### Nets reached from selected ports

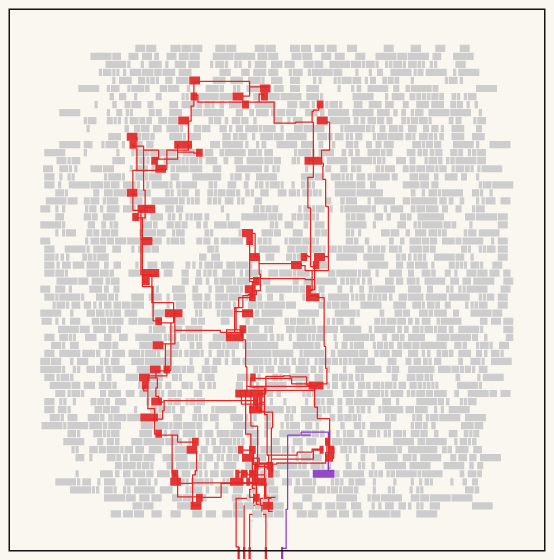
### Where the registers sit

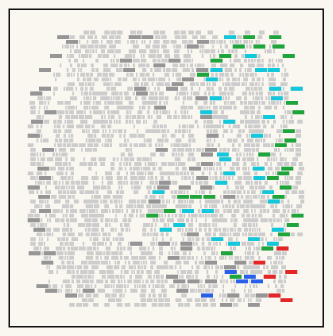
### Wire density map

36 x 37 tiles, from black (low) to pale yellow (high), scaled to the fullest tile. Values are wire area over tile area, all layers added.
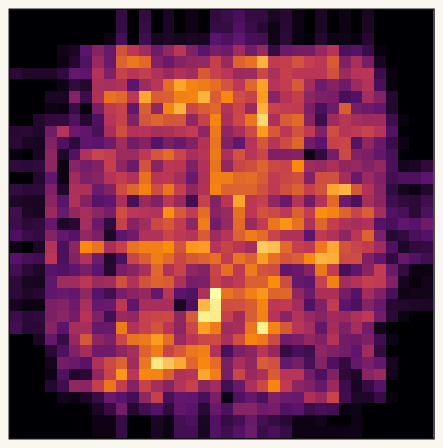
### Met3 routing

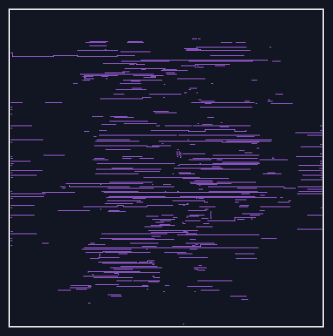
### Cell outlines without signal wires

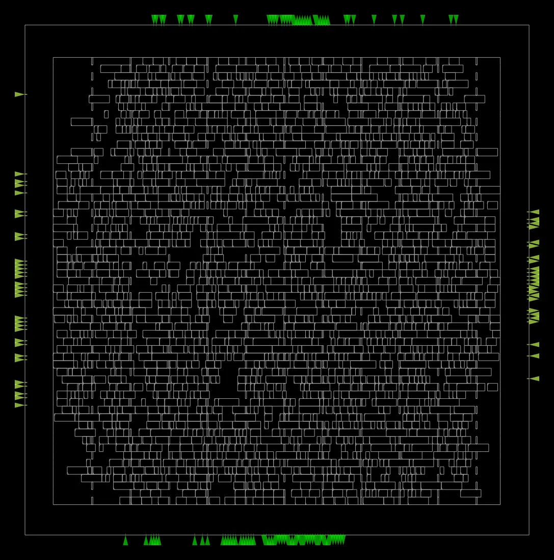
$ cat src/rtl/ysyx_24120013_exu_pkg.sv
// ==== ysyx_24120013_exu_pkg : command/state encodings for the multi-cycle EXU | rev 1.0 ====
`default_nettype none

package ysyx_24120013_exu_pkg;

  typedef enum logic [3:0] {
    CMD_NOP   = 4'd0,
    CMD_ADDI  = 4'd1,
    CMD_ADD   = 4'd2,
    CMD_SUB   = 4'd3,
    CMD_AND   = 4'd4,
    CMD_OR    = 4'd5,
    CMD_XOR   = 4'd6,
    CMD_SLTU  = 4'd7,
    CMD_SLT   = 4'd8,
    CMD_MUL   = 4'd9,
    CMD_RSV10 = 4'd10,
    CMD_RSV11 = 4'd11,
    CMD_RSV12 = 4'd12,
    CMD_RSV13 = 4'd13,
    CMD_RSV14 = 4'd14,
    CMD_RSV15 = 4'd15
  } exu_cmd_e;

  typedef enum logic [1:0] {
    ST_IDLE = 2'd0,
    ST_MUL  = 2'd1,
    ST_DONE = 2'd2
  } exu_state_e;

  localparam logic [3:0] ILLEGAL_CMD_MIN = 4'd10;
  localparam logic [3:0] ILLEGAL_CMD_MAX = 4'd15;

endpackage

`default_nettype wire

$ cat src/rtl/ysyx_24120013_mul_iter.sv
// ==== ysyx_24120013_mul_iter : iterative shift-add multiplier, one step per cycle | rev 1.0 ====
`default_nettype none

module ysyx_24120013_mul_iter #(
  parameter int DATA_WIDTH = 32
) (
  input  logic                  clk,
  input  logic                  rst,
  input  logic                  start,
  input  logic [DATA_WIDTH-1:0] operand_a,
  input  logic [DATA_WIDTH-1:0] operand_b,
  output logic                  done,
  output logic [DATA_WIDTH-1:0] product
);

  localparam int CNT_W = $clog2(DATA_WIDTH) + 1;
  localparam logic [CNT_W-1:0] LAST_STEP = CNT_W'(DATA_WIDTH - 1);

  logic [CNT_W-1:0]      cnt;
  logic [DATA_WIDTH-1:0] acc;
  logic [DATA_WIDTH-1:0] mcand;
  logic [DATA_WIDTH-1:0] mplier;

  // The first step is folded into the start edge so the last step lands on
  // the DATA_WIDTH-th edge; product is the value after the current step.
  assign product = acc + (mplier[0] ? mcand : '0);
  assign done    = (cnt == LAST_STEP);

  always_ff @(posedge clk) begin
    if (rst) begin
      cnt    <= '0;
      acc    <= '0;
      mcand  <= '0;
      mplier <= '0;
    end else if (start) begin
      acc    <= operand_b[0] ? operand_a : '0;
      mcand  <= operand_a << 1;
      mplier <= operand_b >> 1;
      cnt    <= CNT_W'(1);
    end else if (cnt != '0) begin
      acc    <= product;
      mcand  <= mcand << 1;
      mplier <= mplier >> 1;
      cnt    <= done ? '0 : cnt + CNT_W'(1);
    end
  end

endmodule

`default_nettype wire

$ cat src/rtl/ysyx_24120013_exu_mc.sv
// ==== ysyx_24120013_exu_mc : multi-cycle execute unit with valid/ready handshakes | rev 1.0 ====
`default_nettype none

module ysyx_24120013_exu_mc
  import ysyx_24120013_exu_pkg::*;
#(
  parameter int ADDR_WIDTH = 5,
  parameter int DATA_WIDTH = 32
) (
  input  logic                  clk,
  input  logic                  rst,
  input  logic                  in_valid,
  output logic                  in_ready,
  input  logic [DATA_WIDTH-1:0] imm,
  input  logic [DATA_WIDTH-1:0] src1,
  input  logic [DATA_WIDTH-1:0] src2,
  input  logic [ADDR_WIDTH-1:0] des_addr,
  input  logic [3:0]            command,
  output logic                  out_valid,
  input  logic                  out_ready,
  output logic                  EXU_wen,
  output logic [ADDR_WIDTH-1:0] EXU_waddr,
  output logic [DATA_WIDTH-1:0] EXU_wdata,
  output logic                  illegal
);

  exu_state_e            state, state_next;
  exu_cmd_e              cmd;
  logic                  accept;
  logic                  is_mul;
  logic                  is_illegal;
  logic                  writes_rd;
  logic                  slt_res;
  logic                  sltu_res;
  logic [DATA_WIDTH-1:0] alu_res;
  logic                  mul_done;
  logic [DATA_WIDTH-1:0] mul_product;
  logic [ADDR_WIDTH-1:0] mul_addr;

  assign cmd        = exu_cmd_e'(command);
  assign in_ready   = (state == ST_IDLE) || ((state == ST_DONE) && out_ready);
  assign out_valid  = (state == ST_DONE);
  assign accept     = in_valid && in_ready;
  assign is_mul     = (cmd == CMD_MUL);
  assign is_illegal = (command >= ILLEGAL_CMD_MIN);
  assign writes_rd  = !is_illegal && (cmd != CMD_NOP);
  assign slt_res    = $signed(src1) < $signed(src2);
  assign sltu_res   = src1 < src2;

  always_comb begin
    alu_res = '0;
    case (cmd)
      CMD_ADDI: alu_res = src1 + imm;
      CMD_ADD:  alu_res = src1 + src2;
      CMD_SUB:  alu_res = src1 - src2;
      CMD_AND:  alu_res = src1 & src2;
      CMD_OR:   alu_res = src1 | src2;
      CMD_XOR:  alu_res = src1 ^ src2;
      CMD_SLTU: alu_res = {{(DATA_WIDTH-1){1'b0}}, sltu_res};
      CMD_SLT:  alu_res = {{(DATA_WIDTH-1){1'b0}}, slt_res};
      default:  alu_res = '0;
    endcase
  end

  ysyx_24120013_mul_iter #(
    .DATA_WIDTH (DATA_WIDTH)
  ) u_mul (
    .clk       (clk),
    .rst       (rst),
    .start     (accept && is_mul),
    .operand_a (src1),
    .operand_b (src2),
    .done      (mul_done),
    .product   (mul_product)
  );

  always_comb begin
    state_next = state;
    case (state)
      ST_IDLE: if (accept) state_next = is_mul ? ST_MUL : ST_DONE;
      ST_MUL:  if (mul_done) state_next = ST_DONE;
      ST_DONE: if (out_ready) state_next = accept ? (is_mul ? ST_MUL : ST_DONE) : ST_IDLE;
      default: state_next = ST_IDLE;
    endcase
  end

  always_ff @(posedge clk) begin
    if (rst) state <= ST_IDLE;
    else     state <= state_next;
  end

  // wen is dropped whenever no result is presented so the register file
  // never sees a stale write outside DONE.
  always_ff @(posedge clk) begin
    if (rst) begin
      EXU_wen   <= 1'b0;
      EXU_waddr <= '0;
      EXU_wdata <= '0;
      illegal   <= 1'b0;
      mul_addr  <= '0;
    end else if (accept && !is_mul) begin
      EXU_wen   <= writes_rd && (des_addr != '0);
      EXU_waddr <= des_addr;
      EXU_wdata <= alu_res;
      illegal   <= is_illegal;
    end else if (accept) begin
      EXU_wen   <= 1'b0;
      illegal   <= 1'b0;
      mul_addr  <= des_addr;
    end else if ((state == ST_MUL) && mul_done) begin
      EXU_wen   <= (mul_addr != '0);
      EXU_waddr <= mul_addr;
      EXU_wdata <= mul_product;
    end else if ((state == ST_DONE) && out_ready) begin
      EXU_wen   <= 1'b0;
    end
  end

endmodule

`default_nettype wire

$ cat config.mk
export PLATFORM = sky130hd
export DESIGN_NAME = ysyx_24120013_exu_mc
export DESIGN_NICKNAME = d
export VERILOG_FILES = /design/src/rtl/ysyx_24120013_exu_pkg.sv /design/src/rtl/ysyx_24120013_mul_iter.sv /design/src/rtl/ysyx_24120013_exu_mc.sv
export SDC_FILE = /design/constraint.sdc
export NUM_CORES = 1
export LEC_CHECK = 0
export CAP_MARGIN = 20
export CORE_AREA = 10 10 171 173
export DETAILED_ROUTE_END_ITERATION = 12
export DIE_AREA = 0 0 181 183
export PLACE_DENSITY = 0.77
export SYNTH_ARGS = -nofsm -noshare
export SYNTH_HDL_FRONTEND = slang
export SYNTH_SLANG_ARGS = --single-unit
$ cat constraint.sdc
create_clock -name clk -period 5.5 [get_ports clk]
set_input_delay 0.825 -clock clk [delete_from_list [all_inputs] [get_ports clk]]
set_output_delay 0.825 -clock clk [all_outputs]
set_load 0.01 [all_outputs]
==> results.toml <==
# implementation run metrics
[outcome]
status = "completed"

[final_layout]
fin_cells = 2280
drive_gt1_frac = 0.0658
final_cell_mix = "nand2_1, nor2_1, ha_1, clkdlybuf4s50_1, dfxtp_1"

[synthesis]
ff_type = "dfxtp_1"
yosys_area_um2 = 14000
async_flop_share = 0
ys_ff = 146
top_cells_by_area = "dfxtp_1, ha_1, nand2_1, a21oi_1, nor2_1"
top_cell = "nand2_1"
ys_cells = 1859

[power]
ir_drop_mv = 0.362
p_leak_uw = 0.00668

[timing]
hold_viol_final = 0
rsz0062_at_grt = "false"
max-slew-margin-rel = 0.396
setup_viol = 0
worstMarginPinSlew_ns = 0.903
setup_tns_ns = 0
final.setup.worst_slack_ns = 0.826
max_freq_mhz = 214

[detailed_routing]
postRouteAntennaNets = 0
drt_iter0_drc = 1486
drc_errors = 0

[setup_path]
reg2reg_to = "EXU_wdata[26]$_SDFFE_PP0P_"
r2r-start = "u_mul.mplier[0]$_SDFFE_PP0P_"
r2r_slack_ns = 1.83
cp-end-kind = "flip-flop"

[place]
place_area_um2 = 15600
dp_hpwl_um = 35100

[clock_tree]
cts_buffer_depth = 2
cts_buffers = 17
cts_tree = "built"

[floorplanning]
die_h_um = 183
die_width_um = 181
chipArea_um2 = 33100

[grt]
grt_max_degree = 160
antenna_found_initial = 0

[hold_path]
hold_start = "u_mul.acc[0]$_SDFFE_PP0P_"
Notes on 'Nets reached from selected ports' above:
- purple: `illegal` (bits 1; direction output; edge bottom; end cells 1; buffers 1; wire 73.7 µm)
- red: `command` (bits 4; direction input; edge bottom; end cells 92; buffers 8; wire 1500 µm)
IO buf count: 149
I/O pins: 150

Notes on 'Where the registers sit' above:
- red: `u_mul.cnt` (placed flops 6; where lower right)
- blue: `mul_addr` (placed flops 5; where lower right)
- cyan: `u_mul.acc` (placed flops 32)
- green: `u_mul.mcand` (placed flops 31)
- not coloured: 72

Notes on 'Wire density map' above:
- fullest tile: 0.74
- densest ninth of the die: centre
- emptiest ninth of the die: lower right
- tiles over half the peak: 25%
- nearly empty tiles: 15%
- mean over tiles: 0.24
final wirelength: 47400 µm
All-Layer GR Usage: 0.272
DR vias: 14400
routed len/inst: 20.8 µm

Notes on 'Met3 routing' above:
- nets with wire on the layer: 230
- longest straight run: 101 µm
- main direction: horizontal

Notes on 'Cell outlines without signal wires' above:
Final Util: 0.631
fill cell count: 2330
Seq cells: 146

==> final cells by class <==
| class | count | area [µm²] | share of cell area |
|---|---|---|---|
| clock buffer | 17 | 425 | 0.0262 |
| sequential | 146 | 2920 | 0.180 |
| multi-input combinational | 1491 | 10200 | 0.629 |
| clock inverter | 15 | 166 | 0.0102 |
| inverter | 101 | 379 | 0.0233 |
| timing repair buffer | 175 | 1720 | 0.106 |
| tap | 335 | 419 | 0.0258 |
==> critical path: stages <==
cell	delay, ns
clkdlybuf4s50_1	0.41
nand2b_1	0.19
nor3_2	0.22
buf_12	0.27
mux2_2	0.36
ha_1	0.22
fa_1	0.42
nand3_1	0.13
a21oi_1	0.09
o21ai_0	0.34
o21a_1	0.24
o22ai_1	0.19
o31ai_1	0.30
buf_4	0.19
o41ai_1	0.08
xor2_1	0.16
a221o_1	0.35
==> per-layer routing <==
metal,GRT usage,vias to the layer above,wire length [µm]
met2,0.427,659,21000
li1,-,6830,-
met4,0.0788,0,1020
met5,0,-,0
met1,0.372,6798,20900
met3,0.0504,77,4500
==> logic make-up after synthesis <==
group                      count (synthesis)  synth area share
muxes                                     78            0.0586
xor gates and xnor gates                  85            0.0532
buffers and inverters                    222            0.0629
adders and majority gates                169             0.153
DFF                                      146             0.209
AOI/OAI and AO/OA                        528             0.263
and+or+nand+nor                          631             0.201
==> report_power, final <==
part           total (µW)  switching (µW)  leakage (µW)  internal, µW
Clock                1190             576      0.000288           610
Combinational        1280             814       0.00521           463
Sequential           1160            42.9       0.00118          1110
Total                3620            1430       0.00668          2190
==> registers in the layout, summed over array words and instances (netlist names) <==
register,cells
illegal,1
EXU_waddr,5
u_mul.acc,32
u_mul.mcand,31
EXU_wdata,32
EXU_wen,1
u_mul.mplier,31
state,2
u_mul.cnt,6
mul_addr,5
Power is estimated from default activity; no workload was simulated.
